Run 1, cell area per tile:
11 x 11 tiles, from white (low) to dark blue (high), 0 to 100% covered.
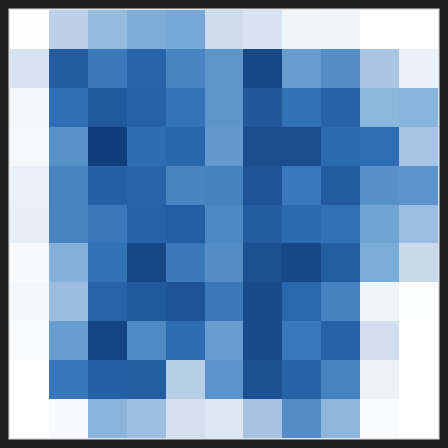
Run 1, track usage over the die:
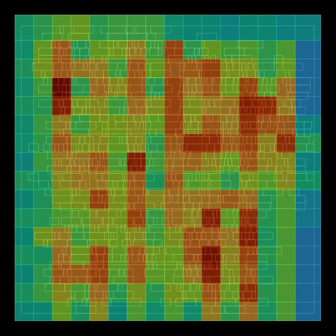
Run 1, cells colored by class:
Bar = 20 um. Fill, decap, tap and diode cells in gray.
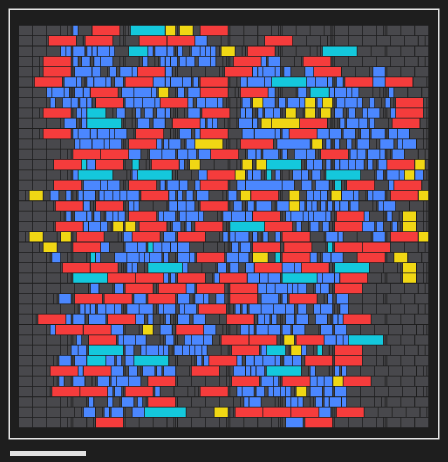
[config.mk]
export PLATFORM = sky130hd
export DESIGN_NAME = time_ctrl
export DESIGN_NICKNAME = d
export VERILOG_FILES = /design/src/rtl/time_ctrl.sv
export SDC_FILE = /design/constraint.sdc
export NUM_CORES = 1
export LEC_CHECK = 0
export CAP_MARGIN = 0
export CORE_MARGIN = 2
export CORE_UTILIZATION = 50
export DETAILED_ROUTE_END_ITERATION = 16
export GPL_ROUTABILITY_DRIVEN = 0
export PLACE_DENSITY = 0.74
export SYNTH_ARGS = -nofsm -noshare
export SYNTH_HDL_FRONTEND = slang
export SYNTH_SLANG_ARGS = --single-unit
[constraint.sdc]
create_clock -name clk -period 1.99 [get_ports clk]
set_input_delay 0.398 -clock clk [delete_from_list [all_inputs] [get_ports clk]]
set_output_delay 0.398 -clock clk [all_outputs]
set_load 0.03 [all_outputs]
[src/rtl/time_ctrl.sv]
// time_ctrl: seconds prescaler, button conditioning and run/set sequencing for
// the BCD time-of-day counter. Every output is a flop so the counter clocks stay glitch-free.

module time_ctrl_btn #(
  parameter int DEBOUNCE_CYCLES = 1_000_000
) (
  input  logic clk,
  input  logic rst,
  input  logic raw,
  output logic level
);
  localparam int CW = (DEBOUNCE_CYCLES > 1) ? $clog2(DEBOUNCE_CYCLES) : 1;

  logic [1:0]    sync;
  logic [CW-1:0] cnt;

  // level only follows sync after DEBOUNCE_CYCLES consecutive disagreeing samples
  always_ff @(posedge clk) begin
    if (!rst) begin
      sync  <= '0;
      cnt   <= '0;
      level <= 1'b0;
    end else begin
      sync <= {sync[0], raw};
      if (sync[1] == level) begin
        cnt <= '0;
      end else if (cnt == CW'(DEBOUNCE_CYCLES - 1)) begin
        cnt   <= '0;
        level <= sync[1];
      end else begin
        cnt <= cnt + 1'b1;
      end
    end
  end
endmodule

module time_ctrl #(
  parameter int TICK_DIV        = 50_000_000,
  parameter int DEBOUNCE_CYCLES = 1_000_000,
  parameter int REPEAT_DELAY    = 25_000_000,
  parameter int REPEAT_PERIOD   = 10_000_000,
  parameter int BLINK_DIV       = 12_500_000
) (
  input  logic       clk,
  input  logic       rst,
  input  logic       btn_mode,
  input  logic       btn_inc,
  output logic [2:0] tm_clk,
  output logic       tm_mode,
  output logic       tick_1hz,
  output logic [1:0] blink_sel,
  output logic       blink_on
);
  localparam int NUM_BTN  = 2;
  localparam int BTN_MODE = 0;
  localparam int BTN_INC  = 1;
  localparam int PW   = $clog2(TICK_DIV);
  localparam int RMAX = (REPEAT_DELAY > REPEAT_PERIOD) ? REPEAT_DELAY : REPEAT_PERIOD;
  localparam int RW   = $clog2(RMAX + 1);
  localparam int BW   = (BLINK_DIV > 1) ? $clog2(BLINK_DIV) : 1;

  typedef enum logic [1:0] {RUN = 2'd0, SET_HOUR = 2'd1, SET_MIN = 2'd2} state_t;

  typedef struct packed {
    logic [2:0] tm_clk;
    logic       tm_mode;
    logic       tick_1hz;
    logic [1:0] blink_sel;
    logic       blink_on;
  } out_t;

  localparam out_t OUT_RST = '{tm_clk: 3'b000, tm_mode: 1'b1, tick_1hz: 1'b0,
                               blink_sel: 2'b00, blink_on: 1'b1};

  state_t               state, state_nx;
  out_t                 out_q, out_nx;
  logic [PW-1:0]        presc;
  logic [BW-1:0]        bcnt;
  logic [RW-1:0]        rpt_cnt;
  logic                 rpt_first;
  logic [NUM_BTN-1:0]   btn_raw, btn_lvl, btn_lvl_q, btn_press;
  logic                 mode_evt, inc_evt, set_st, wrap, rpt_fire, inc_fire, blink_wrap, entry;

  assign btn_raw = {btn_inc, btn_mode};

  for (genvar i = 0; i < NUM_BTN; i++) begin : g_btn
    time_ctrl_btn #(.DEBOUNCE_CYCLES(DEBOUNCE_CYCLES)) u_btn (
      .clk   (clk),
      .rst   (rst),
      .raw   (btn_raw[i]),
      .level (btn_lvl[i])
    );
  end

  assign btn_press = btn_lvl & ~btn_lvl_q;
  assign mode_evt  = btn_press[BTN_MODE];
  assign inc_evt   = btn_press[BTN_INC];

  always_comb begin
    state_nx = state;
    if (mode_evt) begin
      case (state)
        RUN:      state_nx = SET_HOUR;
        SET_HOUR: state_nx = SET_MIN;
        default:  state_nx = RUN;
      endcase
    end

    set_st     = (state != RUN);
    wrap       = (state == RUN) && (presc == PW'(TICK_DIV - 1));
    rpt_fire   = set_st && btn_lvl[BTN_INC] &&
                 (rpt_first ? (rpt_cnt == RW'(REPEAT_DELAY)) : (rpt_cnt == RW'(REPEAT_PERIOD)));
    // a mode press in the same cycle swallows any increment
    inc_fire   = set_st && !mode_evt && (inc_evt || rpt_fire);
    entry      = (state_nx != state);
    blink_wrap = (bcnt == BW'(BLINK_DIV - 1));

    out_nx           = OUT_RST;
    out_nx.tm_clk    = {inc_fire && (state == SET_HOUR), inc_fire && (state == SET_MIN), wrap};
    out_nx.tick_1hz  = wrap;
    out_nx.tm_mode   = (state_nx == RUN);
    out_nx.blink_sel = (state_nx == SET_HOUR) ? 2'b10 : (state_nx == SET_MIN) ? 2'b01 : 2'b00;
    if (entry || state_nx == RUN) out_nx.blink_on = 1'b1;
    else if (blink_wrap)          out_nx.blink_on = ~out_q.blink_on;
    else                          out_nx.blink_on = out_q.blink_on;
  end

  always_ff @(posedge clk) begin
    if (!rst) state <= RUN;
    else      state <= state_nx;
  end

  always_ff @(posedge clk) begin
    if (!rst) begin
      out_q     <= OUT_RST;
      presc     <= '0;
      bcnt      <= '0;
      rpt_cnt   <= '0;
      rpt_first <= 1'b1;
      btn_lvl_q <= '0;
    end else begin
      out_q     <= out_nx;
      btn_lvl_q <= btn_lvl;

      // prescaler only runs while staying in RUN; any entry restarts it at 0
      if (state == RUN && state_nx == RUN) presc <= wrap ? '0 : presc + 1'b1;
      else                                 presc <= '0;

      if (entry || state_nx == RUN) bcnt <= '0;
      else if (blink_wrap)          bcnt <= '0;
      else                          bcnt <= bcnt + 1'b1;

      if (!btn_lvl[BTN_INC] || !set_st || mode_evt) begin
        rpt_cnt   <= '0;
        rpt_first <= 1'b1;
      end else if (inc_evt || rpt_fire) begin
        rpt_cnt   <= RW'(1);
        rpt_first <= inc_evt;
      end else if (rpt_cnt != '0) begin
        rpt_cnt <= rpt_cnt + 1'b1;
      end
    end
  end

  assign tm_clk    = out_q.tm_clk;
  assign tm_mode   = out_q.tm_mode;
  assign tick_1hz  = out_q.tick_1hz;
  assign blink_sel = out_q.blink_sel;
  assign blink_on  = out_q.blink_on;
endmodule
==> run notes, run 1 <==
fresh numbers from the pnr run: yosys aoi share around 2.0%, chip height 113 um, XOR/XNOR Fraction of Synth Area 16.1%, YS warnings 0, CP startpoint rpt_cnt[9], sequential power share approximately 47%, Top cell excl fill/tap nor2_1, FF-to-FF Start rpt_cnt[9], Signal buf overhead 5.57%, cell type with the largest total area dfxtp_1, crit path setup slack, layout ~0.014 ns, unique cell type count in the Yosys netlist just over 40, first-pass GRT wire length ~20,000 um, multi-input gates between 500 and 600, total wire length roughly 12,000 um, design area approximately 0.007 mm2, pin count of the biggest net entering global routing 27, hold worst-path end g_btn[0].u_btn.cnt[0], hold_sp g_btn[0].u_btn.cnt[0], max reg flops approximately 40, post-CTS sizing 1, Hold Path Depth 1, Synth Area in Adders between 1 and 1.5%, Gate Area just over 0.003 mm2, setup TNS 0 ns, Hold WS 0.436 ns, status complete, no violations, final hold viol count 0, met1 wire length 5530 um, switching share of total power 19.5%, Buf/Inv on CP 1, cycle use final approximately 99%, largest cell class by area logic gates, Final setup viols 0, CTS max path bufs 2, vias in the first global route around 4,500, crit start category register, Yosys top cell by instances nor2_1, clk_lat worst skew roughly 0.42 ns, Cell Int Power 0.00458 W, Synth Flop Type dfxtp_1, n_diodes 0, P_leak between 2 and 2.5 nW, Final clock-cell share slightly above 8%, maximum vdd drop 0.550 mV, Largest type area fraction ~45%, Post-synth top cells nor2_1, dfxtp_1, xor2_1, Largest delay share family, worst path simple AND/OR/NAND/NOR gates, Max Clk Rate about 500 MHz, Top Layout Cells nor2_1, dfxtp_1, xor2_1, nand3_1, nand2_1, multi-input combinational area share between 40% and 50%, clock buffer count 29, Clk power between 0.002 and 0.003 W, Top pwr grp the clock network, final setup skew between 0.005 and 0.006 ns, Starting DRT DRC Count between 300 and 400, FFs w/ async S/R, synth 0%, Power Sequential 0.00268 W, Placed Cells incl. Taps approximately 840, Area growth syn-to-layout 17.2%, CP Capture Type register, Worst Tran Pin Value around 0.51 ns, # Cells Yosys around 680, Vias per Instance about 5.4, chip area 0.0127 mm2, Rel. slew slack between 60% and 70%, Largest logic family simple AND/OR/NAND/NOR gates, core area 0.0115 mm2, Die Wd 113 um, worst setup path class reg -> reg, Post-synth EDFFs 0, unrepaired setup endpoints after global routing yes, max layer used met4, fraction of power consumed by combinational cells ~1.0%, # rows 39, FF+latch count 133, total CTS buffers 17
Notes on 'cell area per tile' above:
mean over tiles: 53%
emptiest ninth of the die: south-east
tiles over 75% full: 31%
densest ninth of the die: center

Notes on 'track usage over the die' above:
met3 Use GR: 5.36%
final core occ: 60.5%
GR peak layer: met2
GRT Overall Usage: 19.2%
grt met1 use: 23.7%

Notes on 'cells colored by class' above:
| color | class | cells | share of their area |
|---|---|---|---|
| blue | remaining logic cells | 518 | 47% |
| yellow | remaining buffers and delay cells | 44 | 5.7% |
| red | registers | 133 | 39% |
| cyan | clock drivers and dummy loads | 32 | 8.3% |

Run 1, signal wires on met1:
Supply wires on this layer in gray.
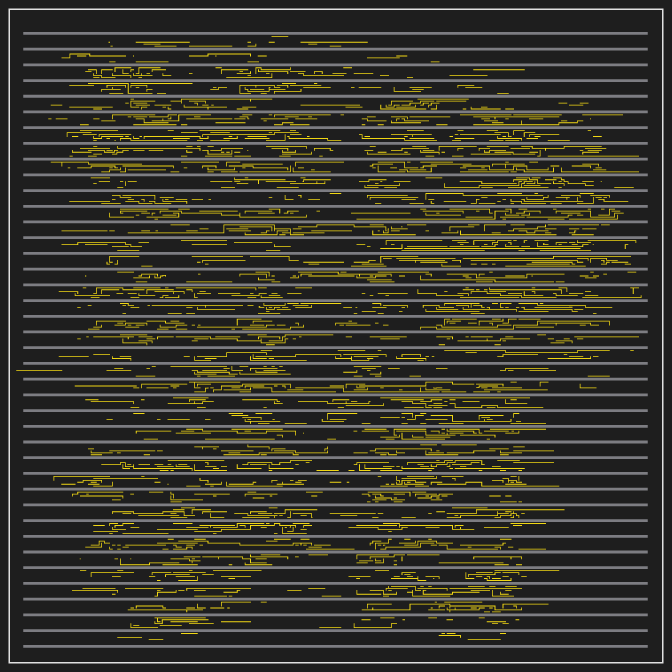

==> run 1 -> run 2 <==
--- a/config.mk
+++ b/config.mk
@@ -6,10 +6,12 @@
 export NUM_CORES = 1
 export LEC_CHECK = 0
 export CAP_MARGIN = 0
+export CORE_ASPECT_RATIO = 1.1
 export CORE_MARGIN = 2
 export CORE_UTILIZATION = 50
 export DETAILED_ROUTE_END_ITERATION = 16
 export GPL_ROUTABILITY_DRIVEN = 0
+export GPL_TIMING_DRIVEN = 0
 export PLACE_DENSITY = 0.74
 export SYNTH_ARGS = -nofsm -noshare
 export SYNTH_HDL_FRONTEND = slang
Run 2, signal wires on met1:
Supply wires on this layer in gray.
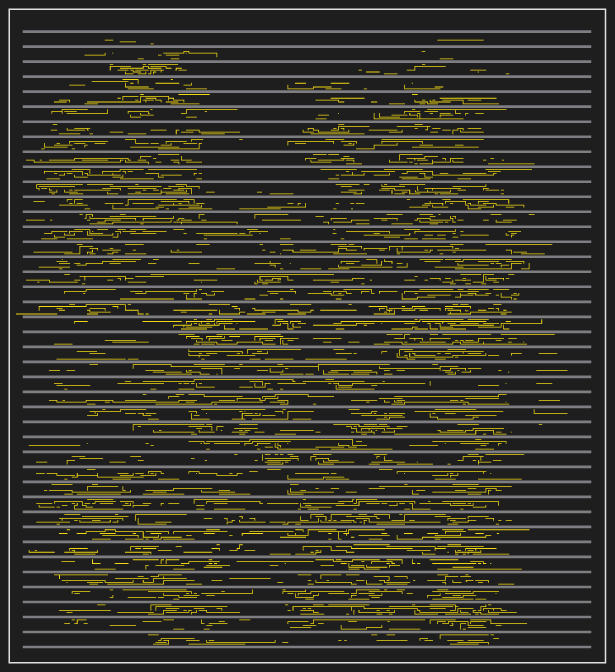
main direction: horizontal
longest straight run: 33.1 um
nets with wire on the layer: 679
share of all routed wire: 45%
wire length on this layer: 5,220 um

Run 2, track usage over the die:
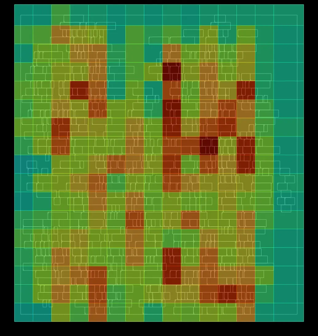
met3 Use GR: 4.80%
wire length per cell: 13.5 um

==> run 2 against run 1 <==
The run now ends with setup timing left. Sequential share of layout area down 0.63 points. Critical endpoint is now rpt_cnt[8]. Register-to-register slack worse by 0.04 ns. Via count up 0.60%. Hold slack better by 0.0024 ns. Die area about the same. Design area up 2.2%. Largest power group unchanged. Sequential power about the same. Core utilization up 1.2 points. Clock skew up 0.0018 ns. Non-clock buffer count down 5. Critical path type unchanged. Maximum frequency down 2.1%.
==> run notes, run 2 <==
fresh numbers from the pnr run: status finished, violations left, failing checks setup timing, tap cells ~150, hold worst-path end g_btn[0].u_btn.sync[1], pin count of the biggest net entering global routing 17, reg2reg setup slack -0.03 ns, Power Sequential between 0.002 and 0.003 W, Die Wd 108 um, max reg flops about 40, n_diodes 0, Largest delay share family, worst path simple AND/OR/NAND/NOR gates, multi-input combinational area share between 40% and 50%, Clock Pin Slew Worst Setup and Hold Paths around 0.060 ns, unique cell type count in the Yosys netlist between 40 and 50, final setup skew between 0.007 and 0.008 ns, chip area ~0.013 mm2, met1 wire length 5220 um, grt ovf 0, clock buffer count 18, Cell Int Power roughly 0.0048 W, FF+latch count 133, Non-clock buffers 39, P_leak around 2.4 nW, switching share of total power about 20%, layout cells sized above 1 13.2%, met2 global-route usage a little under a third, # rows between 40 and 50, final HPWL from detailed placement 7810 um, CTS max path bufs 2, Worst Tran Pin Value 0.663 ns, metal2 WL between 5000 and 6000 um, Post-synth seq share between 40 and 50%, crit start category register, Largest logic family simple AND/OR/NAND/NOR gates, R2R cell count 7, Mapped Avg Cell Area between 8 and 9 um2, multi-input gates a little over 500, Gate Area around 0.0033 mm2, Max Clk Rate 495 MHz, Design Power between 0.005 and 0.006 W, Area contributors post-synth dfxtp_1, xor2_1, nor2_1, xnor2_1, nand3_1, YS warnings 0, clk_lat worst skew about 0.42 ns, met3 routed WL 352 um, CP Capture Type register, Basic Gates by Area 31.6%, Final clock-cell share approximately 8.6%, Vias per Instance roughly 5.4, placed cell area 0.00622 mm2, GRT Overall Usage 19.4%, Post-synth top cells nor2_1, dfxtp_1, xor2_1, initial antenna violation count 0, Clk power around 0.0032 W, CP max stage cell or3b_1, total CTS buffers 17, Placed Cells incl. Taps between 800 and 900, chip height roughly 120 um, core area approximately 0.011 mm2, Final setup viols 16, H-tree depth 4, unrepaired setup endpoints after global routing yes, register area 0.00268 mm2, DR vias ~4,700, Top cell excl fill/tap nor2_1, fraction of power consumed by combinational cells less than 1%, CP required between 2 and 2.5 ns, FFs w/ async S/R, synth 0%, flop share of the area between 30% and 40%, final cell count without fillers around 870, Synth Register Bits 133, CP startpoint rpt_cnt[9], area fraction in mux cells less than 1%, Post-synth EDFFs 0, crit path setup slack, layout -0.0287 ns, DRT antenna net count 0, DRT Pass-1 Iters 4, final core occ between 60% and 70%, cell type with the largest total area dfxtp_1, pwr/cell area ~840 mW/mm2, tool warnings 28, Switch Pwr ~0.0012 W, Largest type area fraction between 40% and 50%, Root Buffer clkbuf_16, Starting DRT DRC Count approximately 160, Top Layout Cells nor2_1, dfxtp_1, xor2_1, nand3_1, nand2_1, max incr delay on CP around 0.36 ns, Worst Setup EP rpt_cnt[8], GR peak layer met2, Buf/Inv on CP 2, DRC Markers 0, Critical Path Stages 7, Worst EP arrival 2.32 ns, fillers just over 900, maximum vdd drop between 0.4 and 0.5 mV, worst setup path class reg -> reg, Setup Fix Bufs, Post-CTS 6, post-CTS sizing 30, Syn Inst Count ~680, Synth Flop Type dfxtp_1, CTS tree done, combinational power 0.0000533 W, Synthesized Nets ~690, Max Fanout on Critical Path 5, Yosys top cell by instances nor2_1, Hold WS about 0.44 ns, vias in the first global route between 4,000 and 5,000, Area growth syn-to-layout 19.8%, first-pass GRT wire length between 20,000 and 25,000 um, Rel. slew slack 55.4%, nets 719, cycle use final 101%, Top pwr grp the clock network, fin crit period 2.02 ns, Worst R2R End rpt_cnt[8], FF-to-FF Start rpt_cnt[9], yosys aoi share under 10%, sequential power share between 40% and 50%, largest cell class by area logic gates, hold_sp g_btn[0].u_btn.sync[0], worst min path class reg -> reg, max layer used met4, final hold viol count 0, Signal buf overhead under 10%, grt met1 use 23.2%, CTS sink cnt approximately 130, Chip Area, Yosys slightly below 0.006 mm2, setup TNS -0.202 ns, Reg with most FFs g_btn.u_btn.cnt, # Cells Yosys between 600 and 700, XOR/XNOR Fraction of Synth Area 16.1%, Hold Path Depth 1, CP Cell Sequence or3b_1 > or3_1 > a211o_1 > o2111ai_4 > buf_6 > buf_8 > nor2_2, Largest regs g_btn.u_btn.cnt (40), presc (26), rpt_cnt (25), Synth Area in Adders roughly 1.3%, design area roughly 0.007 mm2, clock power share 54.2%, total wire length between 10,000 and 15,000 um, port buffer count 11
Power figures rest on the tool's default switching activity, not on a simulated workload.
